===== src/rtl/io_input_ctrl.sv =====
// ---------------------------------------------------------------------------
// io_input_ctrl
//
// Debounce and change-detect front end for two raw 32-bit input ports
// (switches/keys) feeding the CPU I/O read path.
//
// Each port is synchronised through two flops and sampled on a prescaled
// tick. A new value is committed to the port's stable register only after
// DEB_TICKS consecutive equal samples. A commit sets a sticky change flag in
// the status word. The CPU clears the flags by reading the status register.
//
// Ports:
//   io_clk       in   1  I/O clock; all state updates on its rising edge
//   reset        in   1  synchronous, active-high reset
//   addr         in  32  CPU address; only addr[7:2] is decoded
//   io_rd        in   1  one-cycle read strobe; qualifies the status clear
//   in_port0     in  32  raw port 0
//   in_port1     in  32  raw port 1
//   io_read_data out 32  selected register (combinational from addr[7:2])
//   irq          out  1  registered OR of the two change flags
//
// Register map (addr[7:2]):
//   6'b100000  stable0
//   6'b100001  stable1
//   6'b100010  status {30'b0, chg1, chg0}
//   others     32'h0
// ---------------------------------------------------------------------------

// ---------------------------------------------------------------------------
// io_input_deb
//
// Per-port debounce FSM. Holds the committed (stable) value and the current
// candidate, and counts how many ticks the candidate has been seen.
//
// Ports:
//   clk_i      in   1  clock
//   reset_i    in   1  synchronous, active-high reset
//   tick_i     in   1  sample tick; the FSM only moves when this is high
//   sync_i     in   W  synchronised port value
//   stable_o   out  W  committed value
//   commit_o   out  1  high in the cycle whose edge commits a new value
// ---------------------------------------------------------------------------
module io_input_deb #(
  parameter int unsigned W         = 32,
  parameter int unsigned DEB_TICKS = 3
) (
  input  logic         clk_i,
  input  logic         reset_i,
  input  logic         tick_i,
  input  logic [W-1:0] sync_i,
  output logic [W-1:0] stable_o,
  output logic         commit_o
);

  // Wide enough to hold DEB_TICKS itself for the cnt+1 comparison.
  localparam int unsigned CW = $clog2(DEB_TICKS + 1);

  typedef enum logic {
    ST_STABLE  = 1'b0,
    ST_PENDING = 1'b1
  } state_t;

  state_t          state_q, state_d;
  logic [W-1:0]    stable_q, stable_d;
  logic [W-1:0]    cand_q, cand_d;
  logic [CW-1:0]   cnt_q, cnt_d;
  logic            commit_s;

  // State and datapath registers of the debounce FSM.
  always_ff @(posedge clk_i) begin
    if (reset_i) begin
      state_q  <= ST_STABLE;
      stable_q <= '0;
      cand_q   <= '0;
      cnt_q    <= '0;
    end else begin
      state_q  <= state_d;
      stable_q <= stable_d;
      cand_q   <= cand_d;
      cnt_q    <= cnt_d;
    end
  end

  // Next-state logic; everything holds between ticks.
  always_comb begin
    state_d  = state_q;
    stable_d = stable_q;
    cand_d   = cand_q;
    cnt_d    = cnt_q;
    commit_s = 1'b0;
    if (tick_i) begin
      case (state_q)
        ST_STABLE: begin
          if (sync_i != stable_q) begin
            cand_d  = sync_i;
            cnt_d   = CW'(1);
            state_d = ST_PENDING;
          end else begin
            state_d = ST_STABLE;
          end
        end
        ST_PENDING: begin
          if (sync_i == cand_q) begin
            // The entering tick counted as the first equal sample.
            if ((cnt_q + CW'(1)) == CW'(DEB_TICKS)) begin
              stable_d = cand_q;
              commit_s = 1'b1;
              cnt_d    = '0;
              state_d  = ST_STABLE;
            end else begin
              cnt_d = cnt_q + CW'(1);
            end
          end else if (sync_i == stable_q) begin
            // Input bounced back to the committed value: drop silently.
            cnt_d   = '0;
            state_d = ST_STABLE;
          end else begin
            // A different new value restarts the candidate.
            cand_d = sync_i;
            cnt_d  = CW'(1);
          end
        end
        default: begin
          cnt_d   = '0;
          state_d = ST_STABLE;
        end
      endcase
    end else begin
      state_d = state_q;
    end
  end

  assign stable_o = stable_q;
  assign commit_o = commit_s;

endmodule

module io_input_ctrl #(
  parameter int unsigned SAMPLE_DIV = 4,
  parameter int unsigned DEB_TICKS  = 3
) (
  input  logic        io_clk,
  input  logic        reset,
  input  logic [31:0] addr,
  input  logic        io_rd,
  input  logic [31:0] in_port0,
  input  logic [31:0] in_port1,
  output logic [31:0] io_read_data,
  output logic        irq
);

  localparam int unsigned PW = $clog2(SAMPLE_DIV);

  localparam logic [5:0] A_STABLE0 = 6'b100000;
  localparam logic [5:0] A_STABLE1 = 6'b100001;
  localparam logic [5:0] A_STATUS  = 6'b100010;

  logic [31:0]   sync0_1_q, sync0_2_q;
  logic [31:0]   sync1_1_q, sync1_2_q;
  logic [PW-1:0] presc_q, presc_d;
  logic          tick_s;
  logic [31:0]   stable0_s, stable1_s;
  logic          commit0_s, commit1_s;
  logic          chg0_q, chg0_d;
  logic          chg1_q, chg1_d;
  logic          irq_q, irq_d;
  logic          clr_s;
  logic          addr_unused_s;

  // Only addr[7:2] takes part in the decode.
  assign addr_unused_s = ^{addr[31:8], addr[1:0]};

  // Two-flop synchronisers for both raw ports.
  always_ff @(posedge io_clk) begin
    if (reset) begin
      sync0_1_q <= 32'h0;
      sync0_2_q <= 32'h0;
      sync1_1_q <= 32'h0;
      sync1_2_q <= 32'h0;
    end else begin
      sync0_1_q <= in_port0;
      sync0_2_q <= sync0_1_q;
      sync1_1_q <= in_port1;
      sync1_2_q <= sync1_2_q ^ sync1_2_q ^ sync1_1_q;
    end
  end

  // Sample-tick prescaler next state: count 0..SAMPLE_DIV-1 and wrap.
  always_comb begin
    tick_s = (presc_q == PW'(SAMPLE_DIV - 1));
    if (tick_s) begin
      presc_d = '0;
    end else begin
      presc_d = presc_q + PW'(1);
    end
  end

  // Prescaler register.
  always_ff @(posedge io_clk) begin
    if (reset) begin
      presc_q <= '0;
    end else begin
      presc_q <= presc_d;
    end
  end

  io_input_deb #(
    .W         (32),
    .DEB_TICKS (DEB_TICKS)
  ) u_deb0 (
    .clk_i    (io_clk),
    .reset_i  (reset),
    .tick_i   (tick_s),
    .sync_i   (sync0_2_q),
    .stable_o (stable0_s),
    .commit_o (commit0_s)
  );

  io_input_deb #(
    .W         (32),
    .DEB_TICKS (DEB_TICKS)
  ) u_deb1 (
    .clk_i    (io_clk),
    .reset_i  (reset),
    .tick_i   (tick_s),
    .sync_i   (sync1_2_q),
    .stable_o (stable1_s),
    .commit_o (commit1_s)
  );

  // Sticky change flags; a commit on the clearing edge keeps its flag set.
  always_comb begin
    clr_s  = io_rd & (addr[7:2] == A_STATUS);
    chg0_d = commit0_s | (chg0_q & ~clr_s);
    chg1_d = commit1_s | (chg1_q & ~clr_s);
    irq_d  = chg0_q | chg1_q;
  end

  // Change flag and interrupt registers.
  always_ff @(posedge io_clk) begin
    if (reset) begin
      chg0_q <= 1'b0;
      chg1_q <= 1'b0;
      irq_q  <= 1'b0;
    end else begin
      chg0_q <= chg0_d;
      chg1_q <= chg1_d;
      irq_q  <= irq_d;
    end
  end

  assign irq = irq_q;

  // Read mux; forced to zero while reset is asserted.
  always_comb begin
    io_read_data = 32'h0;
    if (reset) begin
      io_read_data = 32'h0;
    end else begin
      case (addr[7:2])
        A_STABLE0: io_read_data = stable0_s;
        A_STABLE1: io_read_data = stable1_s;
        A_STATUS:  io_read_data = {30'h0, chg1_q, chg0_q};
        default:   io_read_data = 32'h0;
      endcase
    end
  end

endmodule


===== config.mk =====
export PLATFORM = sky130hd
export DESIGN_NAME = io_input_ctrl
export DESIGN_NICKNAME = d
export VERILOG_FILES = /design/src/rtl/io_input_ctrl.sv
export SDC_FILE = /design/constraint.sdc
export NUM_CORES = 1
export LEC_CHECK = 0
export CAP_MARGIN = 40
export CORE_MARGIN = 1.5
export CORE_UTILIZATION = 40
export DETAILED_ROUTE_END_ITERATION = 10
export HOLD_SLACK_MARGIN = 0.15
export SLEW_MARGIN = 15
export SYNTH_ARGS = -nofsm -noshare
export SYNTH_HDL_FRONTEND = slang
export SYNTH_SLANG_ARGS = --single-unit
export TNS_END_PERCENT = 1

===== constraint.sdc =====
create_clock -name io_clk -period 3.2 [get_ports io_clk]
set_clock_uncertainty 0.05 [all_clocks]
set_input_delay 0.64 -clock io_clk [delete_from_list [all_inputs] [get_ports io_clk]]
set_output_delay 0.64 -clock io_clk [all_outputs]
set_load 0.05 [all_outputs]

==> run_1/met1.png <==
Scale: 2 px per um. Supply wires on this layer in grey.
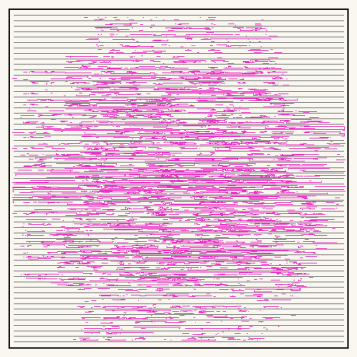
share of all routed wire: 51%
main direction: horizontal
wire length on this layer: 13200 um
longest straight run: 75.0 um
nets with wire on the layer: 1149
Via Count: 7416
M1 GR Usage: 0.2571
post-detailed-routing wire length: 25.91 mm

==> run_1/metal_stack.png <==
Scale: 2 px per um. Two of the layers only.
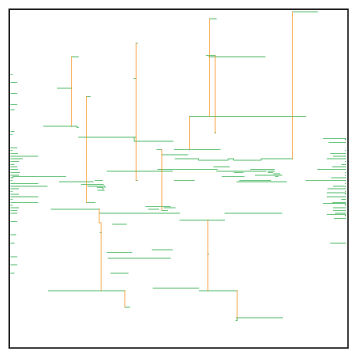
legend:
  orange:
    layer: met4
    wire_length: 463 um
  green:
    layer: met3
    wire_length: 1230 um
GRT Util Overall: 0.1748
WL per Instance: 16.91 um

==> impl_metrics.yaml, run 1 <==
# synthesis and place-and-route metrics
critical_path:
  critical_path.endpoint_type: "output pin"
  cp-startpoint: "addr[4]"
  critPathArrivalTime_ns: 2.42
  worstSetupStartpointType: "primary input"
  reg2regPathDepth: 7
  worstSetupPathType: "primary input to output pin"
  cpPeakStageDelay_ns: 0.57
final_layout:
  final-nonclk-buf-share: 0.1278
  nets: 1269
  final_core_util: 0.5246
  clkbuf_count: 39
  area_growth_pct: 28.88
  lay_top_cells: "dfxtp_1 (267), mux2i_1 (129), nor2b_1 (128)"
  fin_cells: 1532
  fillers: 2415
  clkCellAreaFrac: 0.07107
  final_layout_size_suffix_gt1_frac: 0.1411
  comb_share: 0.3926
clocking:
  cts_root_buf: "clkbuf_16"
  cts-buffers-inserted: 28
  clk_pin_slew_ns: 0.06
  htreeDepth: 1
yosys:
  synth.top_cell.area_share: 0.4873
  synth-simple-area-share: 0.2199
  yosysMostFrequentCell: "dfxtp_1"
  top_area_cell: "dfxtp_1"
  yosys-top-cells-area: "dfxtp_1 (49%), mux2i_1 (12%), xor2_1 (7.7%), nor2b_1 (7.3%), nand2b_1 (7.1%)"
  synthTopLogicFamily: "simple AND/OR/NAND/NOR gates"
  synth_seq_share: 0.4873
  syn_inst: 1065
  synthesis.nets: 1165
  ys.flops: 267
  yosysChipArea_um2: 10970
worst_hold_path:
  whs_endpoint: "sync1_2_q[0]$_SDFF_PP0_"
floorplanning:
  num_rows: 60
  die_w_um: 168.6
  die_h_um: 168.6
  tapCellCount: 341
global_route:
  grt_pass1_vias: 7153
  grt_pass1_wl_mm: 39.34
  grt_max_degree: 209
  grt_overflow: 0
  busiest_layer: "met2"
  grtUsageMet2: 0.2693
placed_design:
  placedCellCount: 1474
  port_buffers: 105
route:
  drc: 0
  route.met3.wl_mm: 1.233
  drtAntennaViolNets: 0
power_and_ir_drop:
  p_leak_nw: 5.336
  power_mw: 7.368
job:
  warnings: 56
  cap_violations: 0
final_timing:
  rsz0062_at_grt: "false"
  worst_slack_ns: 0.09083
  slew-limit-headroom: 0.4697
  fmax_mhz: 321.6
  timing.final.crit_period_ns: 3.109
  finalHoldViolations: 0
  fin_tns_setup_ns: 0
status:
  status: "completed"
==> run_1/zoom.png <==
Region (69, 103) to (99, 133) um. Cells in grey, sequential cells in the stronger grey; small squares are vias.
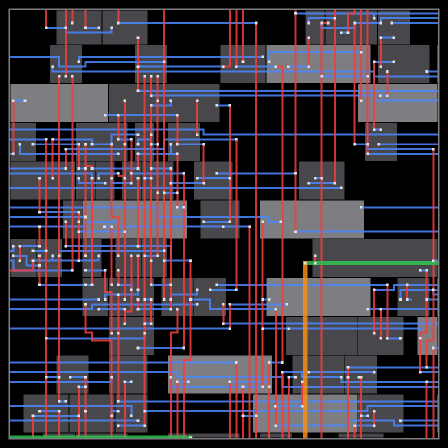
legend:
  green:
    layer: met3
  blue:
    layer: met1
  red:
    layer: met2
  orange:
    layer: met4
sequential cells in the window: 8
most frequent: dfxtp_1 (8), nand2b_1 (6), nor2_1 (5)
netlist names of flops here include: sync1_2_q (2), u_deb1.cand_q (2), u_deb1.cnt_q (2)
cells with their middle in the window: 54

## run 1: where the power goes
part | total [mW] | internal (mW) | switching, mW | leakage [nW]
combinational | 0.465 | 0.248 | 0.216 | 2.66
sequential | 3.48 | 3.42 | 0.0647 | 2.18
clock | 3.42 | 2.10 | 1.32 | 0.494
## run 1: worst max-delay path by stage
stage                       endpoint  slack, ns
floorplan           io_read_data[12]      -0.11
global placement     io_read_data[6]      -0.26
CTS                 io_read_data[12]      -0.19
detailed placement   io_read_data[6]      -0.28
global route        io_read_data[20]       0.06
finish              io_read_data[20]       0.09
## run 1: repair_timing
item,in CTS,in global routing
endpoints found under the setup margin,32,32
hold buffers,0,0
resized,24,55
cloned,0,7
pin swaps,1,13
buffers inserted,1,2
==> run_1/gate_families.png <==
Scale: 3 px per um.
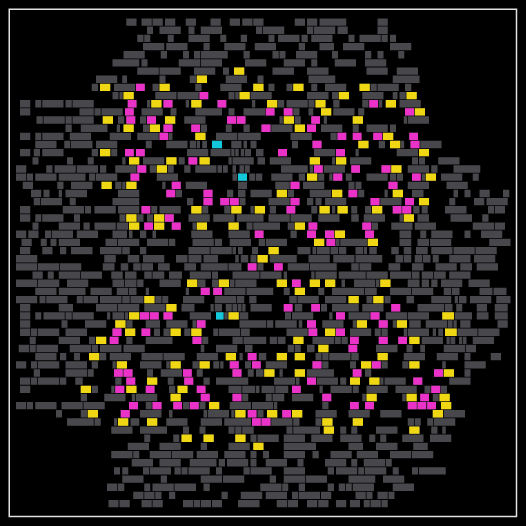

==> inputs of run 2 (changes only) <==
CORE_MARGIN = 2   (was 1.5)
PLACE_DENSITY_LB_ADDON = 0.1   (was not set)
SKIP_LAST_GASP = 1   (was not set)
==> run_2/gate_families.png <==
Scale: 3 px per um.
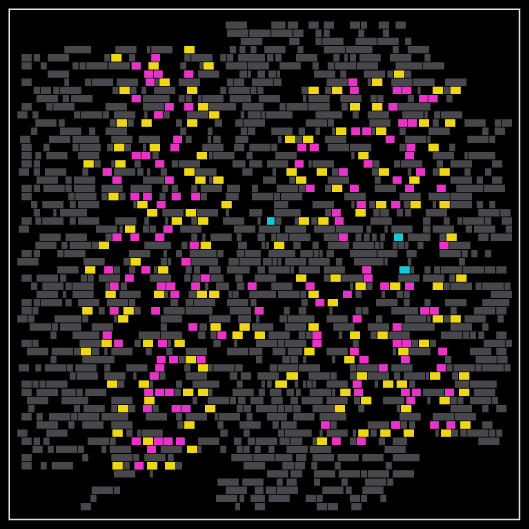
legend:
  yellow:
    family: multiplexers
    cells: 131
  cyan:
    family: AND-OR and OR-AND gates
    cells: 3
  magenta:
    family: XOR/XNOR gates
    cells: 128
Comb area share: 0.3885
most instantiated logic cell after routing: dfxtp_1
Layout Cells excl Fill: 1535

==> run_2/met1.png <==
Scale: 2 px per um. Supply wires on this layer in grey.
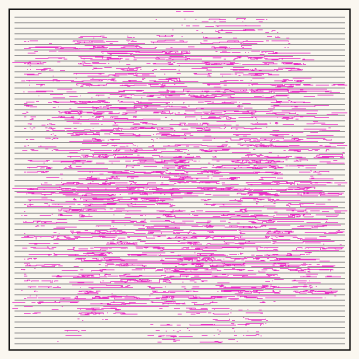
wire length on this layer: 12100 um
longest straight run: 71.8 um
main direction: horizontal
Via Count: 7245
M1 GR Usage: 0.2408

==> run 2 against run 1 <==
  * Sequential power hardly changed
  * Count of clock-buffer cells in the layout is 1 higher
  * Maximum frequency is 1.1% lower
  * Power is 1.2% lower
  * First-iteration DRC count is 25% lower
  * Cell count is 0.20% higher
  * Critical path depth is 1 lower
  * Register-to-register slack better by 0.04 ns
  * Combinational power hardly changed
  * Die size is 1.2% higher
  * Worst setup slack worse by 0.033 ns
  * Flip-flop count stayed put
  * Critical endpoint is now io_read_data[21]
==> impl_metrics.yaml, run 2 <==
# synthesis and place-and-route metrics
final_layout:
  area_growth_pct: 27.59
  final_core_util: 0.5193
  lay_top_cells: "dfxtp_1 (267), mux2i_1 (129), nor2b_1 (128)"
  clkCellAreaFrac: 0.06893
  final-nonclk-buf-share: 0.1299
  fillers: 2475
  seq_area_um2: 5345
  clkbuf_count: 40
  nets: 1272
global_route:
  grtUsageMet2: 0.2946
  grt_pass1_vias: 6908
  grt_pass1_wl_mm: 39.70
  grt_max_degree: 178
  grt_usage: 0.1778
  grt_overflow: 0
power_and_ir_drop:
  p_clk_mw: 3.33
  clkPwrFrac: 0.458
  internal-power_mw: 5.702
  power_mw: 7.282
  p_leak_nw: 5.300
  ir_drop_mv: 0.4122
  seqPwrFrac: 0.478
  p_sw_mw: 1.579
  seq-power_mw: 3.48
  p_comb_frac: 0.064
clocking:
  cts-buffers-inserted: 28
  cts_root_buf: "clkbuf_16"
  htreeDepth: 1
  cts_hold_buf: 0
  clk_pin_slew_ns: 0.06
critical_path:
  crit_path_end: "io_read_data[21]"
  worstSetupPathType: "primary input to output pin"
  reg2regPathDepth: 8
  critical_path.endpoint_type: "output pin"
  cp-startpoint: "addr[6]"
  cpPeakStageDelay_ns: 0.52
  worstSetupStartpointType: "primary input"
  critPathArrivalTime_ns: 2.45
final_timing:
  timing.final.crit_period_ns: 3.142
  finalMaxSlewViolations: 0
  slew-limit-headroom: 0.4669
  finalHoldViolations: 0
  worst_slack_ns: 0.05778
  fin_tns_setup_ns: 0
  fmax_mhz: 318.2
yosys:
  yosysChipArea_um2: 10970
  synth_seq_share: 0.4873
  synthesis.nets: 1165
  synth.top_cell.area_share: 0.4873
  yosysMostFrequentCell: "dfxtp_1"
  top_area_cell: "dfxtp_1"
  syn_inst: 1065
  yosys-top-cells-area: "dfxtp_1 (49%), mux2i_1 (12%), xor2_1 (7.7%), nor2b_1 (7.3%), nand2b_1 (7.1%)"
floorplanning:
  num_rows: 60
  die_h_um: 169.6
  tapCellCount: 341
  die_w_um: 169.6
route:
  routedWlPerCell_um: 17.16
  routed_wirelength_mm: 26.34
  drtAntennaViolNets: 0
  drc: 0
worst_hold_path:
  whs_endpoint: "presc_q[0]$_SDFF_PP0_"
placed_design:
  port_buffers: 105
  placedCellCount: 1469
job:
  warnings: 55
  cap_violations: 0
status:
  status: "completed"
==> run_2/final_congestion.png <==
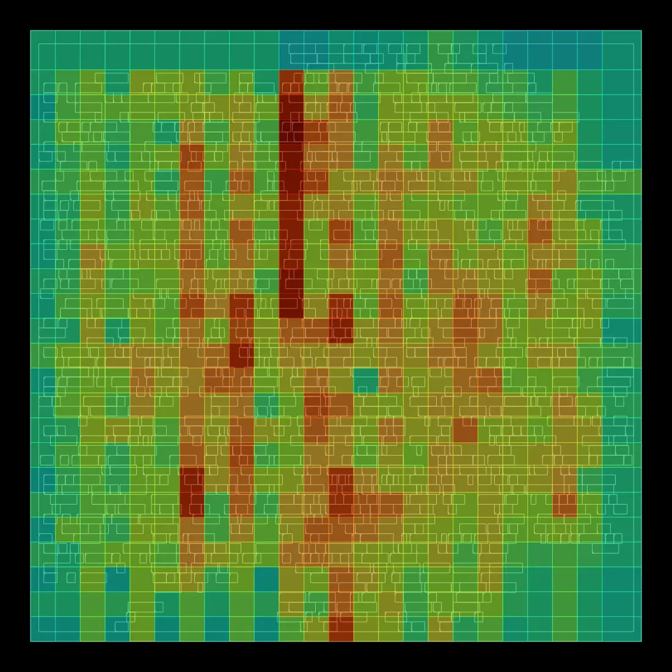
routing usage on met3: 0.02425
Top Usage Layer GRT: met2

## run 2: cell counts after synthesis
Identical to the previous run, type by type.
## run 2: worst register-to-register path, cell delays in order (launching register included)
cell and delay (ns):
dfxtp_1 0.34, xnor2_1 0.33, nand4_1 0.21, nor4_1 0.61, a21oi_1 0.24, a21boi_4 0.24, buf_16 0.20, buf_12 0.18
mux2i_1 0.12
## run 2: cell families after synthesis
| kind of cell | synth area share |
|---|---|
| AND-OR/OR-AND | 0.03399 |
| XOR/XNOR | 0.1022 |
| adder cells (fa/ha/maj) | 0.001140 |
| buffers and inverters | 0.03570 |
| flip-flops | 0.4873 |
| multiplexers | 0.1198 |
| AND/OR/NAND/NOR | 0.2199 |
## run 2: repair_timing
item	CTS	global route
cloned	2	4
gates resized	41	30
pin swaps	16	11
endpoints found under the setup margin	32	31
buffers inserted	6	4
Power is estimated from default activity; no workload was simulated.
